run_1/port_trees.png
Scale bar: 20 µm.
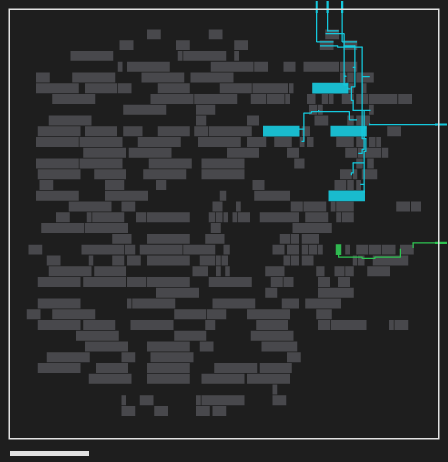
run_1/ff_map.png
Scale bar: 20 µm. Other sequential cells in the stronger gray, the rest of the logic in the fainter gray.
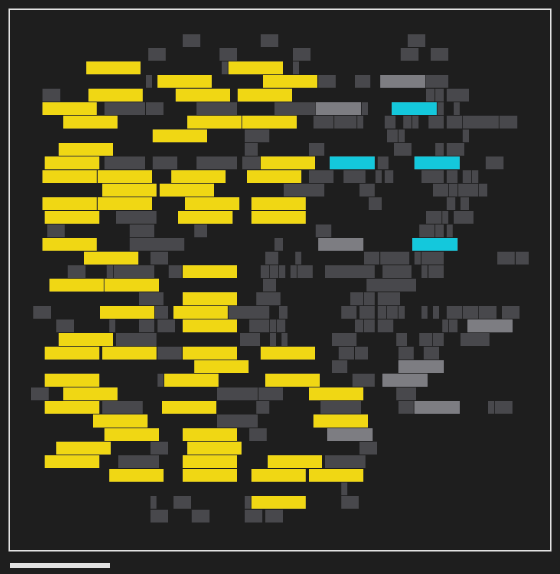
run_1/gates.png
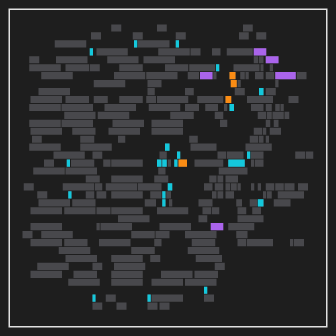
run_1/closeup.png
Scale bar: 10 µm. Window x 15 to 40, y 15 to 40 µm. Cells in gray, sequential cells in the stronger gray; small squares are vias.
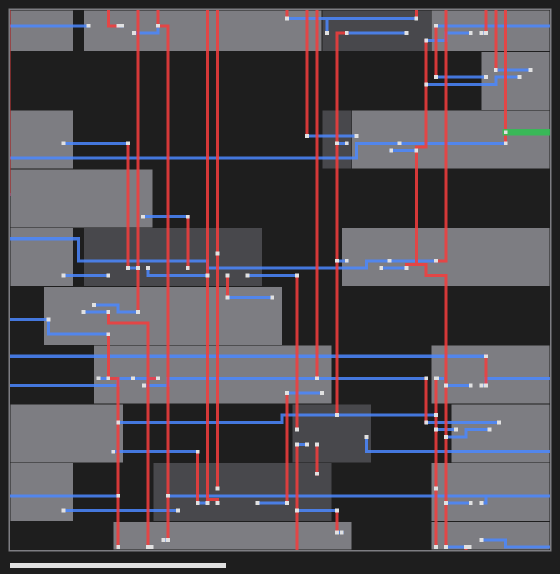
==> src/rtl/stream_fifo_pkg.sv <==
// Shared types and helpers for the stream FIFO buffer.
// STREAM_FIFO_WORD_T(W) builds the packed {valid, payload} word for a given payload width.
`ifndef STREAM_FIFO_WORD_T
`define STREAM_FIFO_WORD_T(W) struct packed { logic valid; logic [(W)-1:0] payload; }
`endif

package stream_fifo_pkg;

    localparam int unsigned DEF_FIFO_WIDTH = 8;
    localparam int unsigned DEF_DEPTH      = 8;

    // Pointers carry one extra MSB so full and empty can be told apart.
    function automatic int unsigned ptr_w(input int unsigned depth);
        return $clog2(depth) + 1;
    endfunction

    // The valid flag sits directly above the payload.
    function automatic int unsigned valid_idx(input int unsigned width);
        return width;
    endfunction

endpackage

==> src/rtl/stream_fifo_mem.sv <==
// Storage array for the stream FIFO: synchronous write, asynchronous read, no reset.
module stream_fifo_mem
#(
    parameter int unsigned FIFO_WIDTH = 8,
    parameter int unsigned DEPTH      = 8
)
(
    input  logic                     clk,
    input  logic                     we,
    input  logic [$clog2(DEPTH)-1:0] waddr,
    input  logic [FIFO_WIDTH-1:0]    wdata,
    input  logic [$clog2(DEPTH)-1:0] raddr,
    output logic [FIFO_WIDTH-1:0]    rdata
);

    logic [FIFO_WIDTH-1:0] mem [DEPTH];

    always_ff @(posedge clk) begin
        if (we) begin
            mem[waddr] <= wdata;
        end
    end

    assign rdata = mem[raddr];

endmodule

==> src/rtl/stream_fifo_buf.sv <==
// Elastic FWFT buffer between a no-backpressure {valid, payload} stage and a ready-handshake consumer.
// Define STREAM_FIFO_OVF_EN to build the sticky overflow flag and its ovf/ovf_clr ports.
module stream_fifo_buf
    import stream_fifo_pkg::*;
#(
    parameter int unsigned FIFO_WIDTH = DEF_FIFO_WIDTH,
    parameter int unsigned DEPTH      = DEF_DEPTH
)
(
    input  logic                      clk,
    input  logic                      rst,
    input  logic [FIFO_WIDTH:0]       data_i,
    input  logic                      ready_i,
    output logic [FIFO_WIDTH:0]       data_o,
    output logic                      full,
    output logic                      empty,
    output logic [ptr_w(DEPTH)-1:0]   count
`ifdef STREAM_FIFO_OVF_EN
    ,
    input  logic                      ovf_clr,
    output logic                      ovf
`endif
);

    localparam int unsigned AW        = $clog2(DEPTH);
    localparam int unsigned PW        = ptr_w(DEPTH);
    localparam int unsigned VALID_BIT = valid_idx(FIFO_WIDTH);

    typedef `STREAM_FIFO_WORD_T(FIFO_WIDTH) word_t;

    if (DEPTH < 2 || (DEPTH & (DEPTH - 1)) != 0) begin : g_bad_depth
        $error("stream_fifo_buf: DEPTH must be a power of two and at least 2");
    end

    logic [PW-1:0]         wr_ptr;
    logic [PW-1:0]         rd_ptr;
    logic                  push;
    logic                  pop;
    logic                  wr_en;
    logic [FIFO_WIDTH-1:0] head;
    word_t                 out_word;

    assign empty = (wr_ptr == rd_ptr);
    assign full  = (wr_ptr[AW-1:0] == rd_ptr[AW-1:0]) && (wr_ptr[AW] != rd_ptr[AW]);
    assign push  = data_i[VALID_BIT];
    assign pop   = ~empty & ready_i;
    // A push into a full buffer lands only when the head leaves in the same cycle.
    assign wr_en = push & (~full | pop);

    stream_fifo_mem #(
        .FIFO_WIDTH (FIFO_WIDTH),
        .DEPTH      (DEPTH)
    ) u_mem (
        .clk   (clk),
        .we    (wr_en),
        .waddr (wr_ptr[AW-1:0]),
        .wdata (data_i[FIFO_WIDTH-1:0]),
        .raddr (rd_ptr[AW-1:0]),
        .rdata (head)
    );

    always_comb begin
        out_word.valid   = ~empty;
        out_word.payload = empty ? '0 : head;
    end

    assign data_o = out_word;

    always_ff @(posedge clk or posedge rst) begin
        if (rst) begin
            wr_ptr <= '0;
            rd_ptr <= '0;
            count  <= '0;
        end else begin
            if (wr_en) begin
                wr_ptr <= wr_ptr + PW'(1);
            end
            if (pop) begin
                rd_ptr <= rd_ptr + PW'(1);
            end
            case ({wr_en, pop})
                2'b10:   count <= count + PW'(1);
                2'b01:   count <= count - PW'(1);
                default: count <= count;
            endcase
        end
    end

`ifdef STREAM_FIFO_OVF_EN
    logic drop;

    assign drop = push & full & ~pop;

    // A drop in the same cycle as a clear keeps the flag set.
    always_ff @(posedge clk or posedge rst) begin
        if (rst) begin
            ovf <= 1'b0;
        end else if (drop) begin
            ovf <= 1'b1;
        end else if (ovf_clr) begin
            ovf <= 1'b0;
        end
    end
`endif

endmodule
==> config.mk <==
export PLATFORM = sky130hd
export DESIGN_NAME = stream_fifo_buf
export DESIGN_NICKNAME = d
export VERILOG_FILES = /design/src/rtl/stream_fifo_pkg.sv /design/src/rtl/stream_fifo_mem.sv /design/src/rtl/stream_fifo_buf.sv
export SDC_FILE = /design/constraint.sdc
export NUM_CORES = 1
export LEC_CHECK = 0
export CAP_MARGIN = 25
export CELL_PAD_IN_SITES_DETAIL_PLACEMENT = 0
export CELL_PAD_IN_SITES_GLOBAL_PLACEMENT = 1
export CORE_MARGIN = 4
export CORE_UTILIZATION = 35
export DETAILED_ROUTE_END_ITERATION = 10
export PLACE_DENSITY_LB_ADDON = 0.1
export SYNTH_ARGS = -nofsm -noshare
export SYNTH_HDL_FRONTEND = slang
export SYNTH_SLANG_ARGS = --single-unit
==> constraint.sdc <==
create_clock -name clk -period 6 [get_ports clk]
set_clock_uncertainty 0.15 [all_clocks]
set_input_delay 1.2 -clock clk [delete_from_list [all_inputs] [get_ports clk]]
set_output_delay 1.2 -clock clk [all_outputs]
set_load 0.005 [all_outputs]
==> out/results.tsv, run 1 <==
metric	value	unit
status	finished clean	
Critical Path Fanout Max	21	
worst skew pair latency	340	ps
RSZ-0062 raised after global routing	false	
Die H	108	µm
worst slew pin tran	942	ps
Seq/Total Area, Yosys	63.3	%
total power	2.12	mW
floorplan utilization	35.9	%
largest net degree at the start of global routing	27	
Rows	36	
Mean Syn Cell Area	16.2	µm²
syn_nets	234	
ys flop type	edfxtp_1	
global-route wire length before repair	11100	µm
layout cell share with drive strength beyond 1	21.3	%
Yosys warnings	0	
# DRC	0	
vias	1915	
Inst Count DP	371	
die width	108	µm
Final Setup Violations	0	
CTS Buffer Depth	2	
Hold Fails Final Rpt	0	
Max Slew Vio Count	0	
Pwr per Cell Area	513	nW/µm²
fin nets	266	
maximum vdd drop	162	µV
crit path max-delay cell type	dfrtp_1	
Final min period	4300	ps
postcts setup bufs	0	
First-pass DRT Iterations	4	
yosys cell count	217	
ys flops	76	
Area growth, synth to finish	17.4	%
vias in the first global route	1959	
ANT cells	0	
Static Leak	1.43	nW
root buffer cell	clkbuf_8	
cells after synthesis	217	
CTS clk-pin slew, worst paths	80	ps
hpwl dp	4540	µm
WL/cell	18.2	µm
crit path kind	reg2out	
Post-Route WL	7030	µm
startpoint types	flip-flop	
fmax	233	MHz
Final TNS setup	0	ps
worst slack, placed	1990	ps
clk sinks	76	
Slew headroom	37.2	%
count of tool warnings	26	
Detailed Route Iter0 Violations	120	
CTS buffer count	9	
vias per std cell	4.95	
# H-tree levels	3	
antenna-violating nets left	0	
floorplan core area	9770	µm²
crit path cell chain	xor2_1, nor3_4, nand2_4, clkinv_2, nor2_1, clkdlybuf4s50_1	
Async SR Flop Fraction	15.8	%
synth unique cells	50	
Crit path arrival time	2950	ps
Syn Std Cell Area	3510	µm²
CTS tree	built	
Cell Count, Final, Fillers Out	387	
Chip Area, Yosys	3510	µm²
global placement routability congestion	0.731	
number of gates resized after cts	0	
initial antenna violation count	0	
Fillers	887	
final worst path period share	71.6	%
MaxCap Viol Count	0	
Crit path largest cell delay	970	ps
Final WS setup	1700	ps
number of enable flip-flop cells	64	
hold_buf cts	0	
Critical Path RT	4650	ps
global route overflow	0	
die area	11700	µm²
GR Util All Layers	13.1	%
Crit. End Element	primary output	
Hold WC Path Type	reg2reg	
About port_trees.png:
legend:
  cyan:
    port: `count`
    bits: 4
    direction: output
    end_cells: 4
    buffers: 4
    wire: 189 µm
  green:
    port: `full`
    bits: 1
    direction: output
    end_cells: 1
    buffers: 1
    wire: 26.7 µm
# port buffers: 26
I/O pin count: 27

About ff_map.png:
legend:
  yellow:
    signal: `u_mem.mem`
    placed_flops: 64
  cyan:
    signal: `count`
    placed_flops: 4
    where: upper right
not colored: 8
final core utilization: 42.2%
Seq group: 0.837 mW

About gates.png:
legend:
  cyan:
    family: nor cells
    cells: 22
    most_used: nor2_1
  purple:
    family: fa/ha/maj cells
    cells: 5
    most_used: ha_1
    where: upper right
  orange:
    family: and/or cells
    cells: 4
most numerous logic cell after layout: edfxtp_1
logic share of the area: 28.3%

About closeup.png:
legend:
  blue:
    layer: M1
  green:
    layer: M3
  red:
    layer: M2
netlist names of flops here include: `u_mem.mem` (6)
sequential cells in the window: 6
most frequent: edfxtp_1 (6), mux4_2 (2)
cells with their middle in the window: 11

## run 1: placed cells by master (no fill, tap or decap), types with 3 or more instances in the layout
master	instances
clkbuf_8	9
xnor2_1	9
edfxtp_1	64
inv_1	9
clkdlybuf4s50_1	26
nor2_1	14
xor2_1	3
nand2_1	9
buf_4	6
nand3_1	6
nor3_1	6
mux4_2	16
dfrtp_1	12
mux2i_1	9
ha_1	4
## run 1: where the power goes
group	internal (mW)	leakage, nW	switching [mW]
registers	0.682	0.722	0.155
clock network	0.196	0.0935	0.194
logic	0.470	0.616	0.419
## run 1: per-layer routing
| metal | GRT usage, % | part of all wire (%) |
|---|---|---|
| met1 | 16.9 | 45 |
| met2 | 21.5 | 51 |
| met3 | 3.34 | 3.0 |
| met4 | 5.05 | 1.2 |
| met5 | 0 | 0 |
## run 1: through the flow
step / instance area [µm²] / hold WS (ps)
floorplan: 3510 / 418
CTS: 4120 / 496
detailed placement: 3920 / 476
global placement: 3900 / 488
global route: 4120 / 513
finish: 4120 / 480
## run 1: synthesized netlist by cell type (3+ instances only)
library cell	number	area [µm²]
inv_1	9	33.8
xnor2_1	9	78.8
nor3_1	6	30.0
nand3_1	6	30.0
buf_2	6	30.0
nor2_1	14	52.6
nand2_1	9	33.8
edfxtp_1	64	1920
mux4_2	16	360
dfrtp_1	12	300
buf_4	3	22.5
ha_1	4	50.1
xor2_1	3	26.3
mux2i_1	9	90.1
## run 1: critical path, delay by kind of cell (launching register included)
family	cells	cell delay (ps)
xor+xnor	1	420
buf+inv	2	760
flops	1	970
simple gates	3	440
## run 1: path summary, 6_finish.rpt
check	cells past startpoint	to	from	slack [ps]
worst min register to register	2	count[0]	count[0]	480
worst min-delay path	2	count[0]	count[0]	480
min in group asynchronous	2	count[2]	rst	1040
worst max-delay path	6	data_o[4]	rd_ptr[1]	1700
max in group asynchronous	2	rd_ptr[3]	rst	4310
worst max register to register	9	count[3]	rd_ptr[1]	2660
## run 1: sequential cells by signal (all words and copies together) (netlist names)
signal     flops
count          4
rd_ptr         4
u_mem.mem     64
wr_ptr         4
## run 1: final cells by class
type | count | area (µm²) | area share [%]
multi-input cells | 118 | 1170 | 28.3
clock buffers | 10 | 128 | 3.10
flip-flops and latches | 76 | 2220 | 53.9
well taps | 133 | 166 | 4.04
inverters | 10 | 38.8 | 0.941
repair buffers | 34 | 328 | 7.95
clock inverters | 6 | 71.3 | 1.73
## run 1: kinds of logic (layout without fill, tap and decap cells)
logic type	count (synthesis)	in the layout	synth area share, %
DFF	76	76	63.3
muxes	28	28	13.8
buffers and inverters	23	60	3.46
adders and majority gates	5	5	2.00
xor gates and xnor gates	15	15	4.70
AOI/OAI and AO/OA	25	25	6.13
and+or+nand+nor	45	45	6.63
## Run 2: what changed since run 1
Clock period 6 ns to 4.2 ns, I/O delays scaled along.
run_2/port_trees.png
Scale bar: 20 µm.
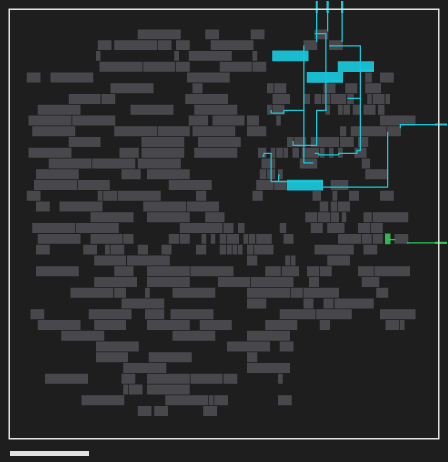
legend:
  green:
    port: `full`
    bits: 1
    direction: output
    end_cells: 1
    buffers: 1
    wire: 9.00 µm
  cyan:
    port: `count`
    bits: 4
    direction: output
    end_cells: 4
    buffers: 4
    wire: 226 µm

==> out/results.tsv, run 2 <==
metric	value	unit	change
status	finished clean		
synth unique cells	50		unchanged
yosys cell count	217		unchanged
max reg flops	64		unchanged
Area growth, synth to finish	19.6	%	
ys flop type	edfxtp_1		
Detailed Route Iter0 Violations	83		-31%
CTS clk-pin slew, worst paths	90	ps	about the same
# port buffers	26		unchanged
Mean Syn Cell Area	16.2	µm²	unchanged
crit path cell chain	xor2_1, nor3_4, nand2_4, clkinv_2, nor2_1, clkdlybuf4s50_1		
crit path kind	reg2out		
vias in the first global route	2053		+4.8%
layout cell share with drive strength beyond 1	23.7	%	+2.4 points
CTS buffer count	9		unchanged
Die H	108	µm	unchanged
CTS tree	built		
Syn Std Cell Area	3510	µm²	unchanged
# H-tree levels	3		unchanged
cells after synthesis	217		unchanged
Post-Route WL	7230	µm	+2.9%
hold_buf cts	0		unchanged
Crit. End Element	primary output		
area leader, netlist	edfxtp_1		
First-pass DRT Iterations	4		unchanged
Critical Path RT	3210	ps	-1440 ps
initial antenna violation count	0		unchanged
number of enable flip-flop cells	64		unchanged
CTS Buffer Depth	2		unchanged
Yosys warnings	0		unchanged
top-count cell post-synth	edfxtp_1		
number of gates resized after cts	0		unchanged
I/O pin count	27		unchanged
RSZ-0062 raised after global routing	false		
dpl cell area	3980	µm²	+1.3%
GR Util All Layers	13.5	%	+0.34 points
die area	11700	µm²	unchanged
fmax	282	MHz	
startpoint types	flip-flop		
postcts setup bufs	0		unchanged
die width	108	µm	unchanged
Top cells excl fill/tap	edfxtp_1 (64), clkdlybuf4s50_1 (26), mux4_2 (16), buf_4 (16), nor2_1 (14)		
worst slew pin tran	857	ps	-84.6 ps
reg2reg path depth	9		unchanged
Rows	36		unchanged
MaxCap Viol Count	0		unchanged
Max Slew Vio Count	0		unchanged
maximum vdd drop	223	µV	+37%
synth top area cells	edfxtp_1 (55%), mux4_2 (10%), dfrtp_1 (8.6%)		
# DRC	0		unchanged
root buffer cell	clkbuf_8		
Final Setup Violations	0		unchanged
Critical Path Fanout Max	14		-33%
Hold WC Path Type	reg2reg		
Pwr per Cell Area	744	nW/µm²	+45%
most common library cells after synthesis	edfxtp_1 (64), mux4_2 (16), nor2_1 (14), dfrtp_1 (12)		
ANT cells	0		unchanged
global placement routability congestion	0.755		+3.3%
fin nets	274		+3.0%
Static Leak	1.49	nW	+3.8%
Async SR Flop Fraction	15.8	%	unchanged
worst skew pair latency	350	ps	about the same
most numerous logic cell after layout	edfxtp_1		
Final min period	3540	ps	
hpwl dp	4780	µm	+5.2%
largest net degree at the start of global routing	21		-22%
Hold Crit Depth	1		-1
Chip Area, Yosys	3510	µm²	unchanged
Hold Fails Final Rpt	0		unchanged
vias per std cell	4.93		-0.34%
global route overflow	0		unchanged
Design Area, Final	4200	µm²	+1.9%
total power	3.13	mW	+48%
vias	1948		+1.7%
Biggest register	u_mem.mem		
Crit path largest cell delay	560	ps	-410 ps
global-route wire length before repair	11500	µm	+2.8%
share of the synthesized area in the top cell type	54.7	%	unchanged
floorplan utilization	35.9	%	unchanged
floorplan core area	9770	µm²	unchanged
antenna-violating nets left	0		unchanged
ys flops	76		unchanged
clk sinks	76		unchanged
syn_nets	234		unchanged
final worst path period share	84.3	%	
crit path max-delay cell type	dfrtp_1		
WL/cell	18.3	µm	+0.81%
Crit path arrival time	2550	ps	-400 ps
Slew headroom	42.4	%	+5.2 points
Final TNS setup	0	ps	unchanged
count of tool warnings	26		unchanged
Seq/Total Area, Yosys	63.3	%	unchanged
run 2: power by group:
group,internal [mW],switching [mW]
Clock,0.342,0.286
Sequential,0.976,0.128
Combinational,0.694,0.700
Total,2.01,1.11
run 2: cell families after synthesis:
kind of cell	count (synthesis)	synth area share, %
AND-OR/OR-AND	25	6.13
AND/OR/NAND/NOR	45	6.63
multiplexers	28	13.8
XOR/XNOR	15	4.70
buffers and inverters	23	3.46
flip-flops	76	63.3
adder cells (fa/ha/maj)	5	2.00
run 2: layout make-up:
| type | instances | area (µm²) |
|---|---|---|
| clock buffer | 10 | 128 |
| timing repair buffer | 42 | 380 |
| multi-input combinational | 118 | 1170 |
| inverter | 10 | 38.8 |
| sequential | 76 | 2220 |
| clock inverter | 6 | 96.3 |
| fill | 919 | 5580 |
| tap | 133 | 166 |
run 2: per-stage QoR:
step,cells,setup slack (ps),utilization (%),hold WS [ps]
5_1_grt,395,426,43.0,547
4_1_cts,395,582,43.0,517
3_5_place_dp,379,968,40.7,497
2_1_floorplan,217,1540,-,418
3_3_place_gp,379,953,40.7,495
6_report,395,660,43.0,510
run 2: worst paths after layout:
path,to,slack (ps),startpoint
min in group asynchronous,count[3],660,rst
worst max register to register,count[3],1290,wr_ptr[0]
worst max-delay path,data_o[1],660,wr_ptr[1]
max in group asynchronous,wr_ptr[2],2910,rst
worst min register to register,wr_ptr[3],510,wr_ptr[3]
worst min-delay path,wr_ptr[3],510,wr_ptr[3]
run 2: critical path, delay by kind of cell (launching register included):
kind / cells / cell delay [ps]
buf+inv: 2 / 750
flops: 1 / 560
simple gates: 3 / 470
xor+xnor: 1 / 410
run 2: layer usage:
layer / vias up / global-route usage, % / wire length, µm
li1: 922 / - / -
met1: 981 / 18.6 / 3490
met2: 34 / 21.3 / 3390
met3: 11 / 2.75 / 235
met4: 0 / 4.87 / 110
met5: - / 0 / 0
Power figures rest on the tool's default switching activity, not on a simulated workload.
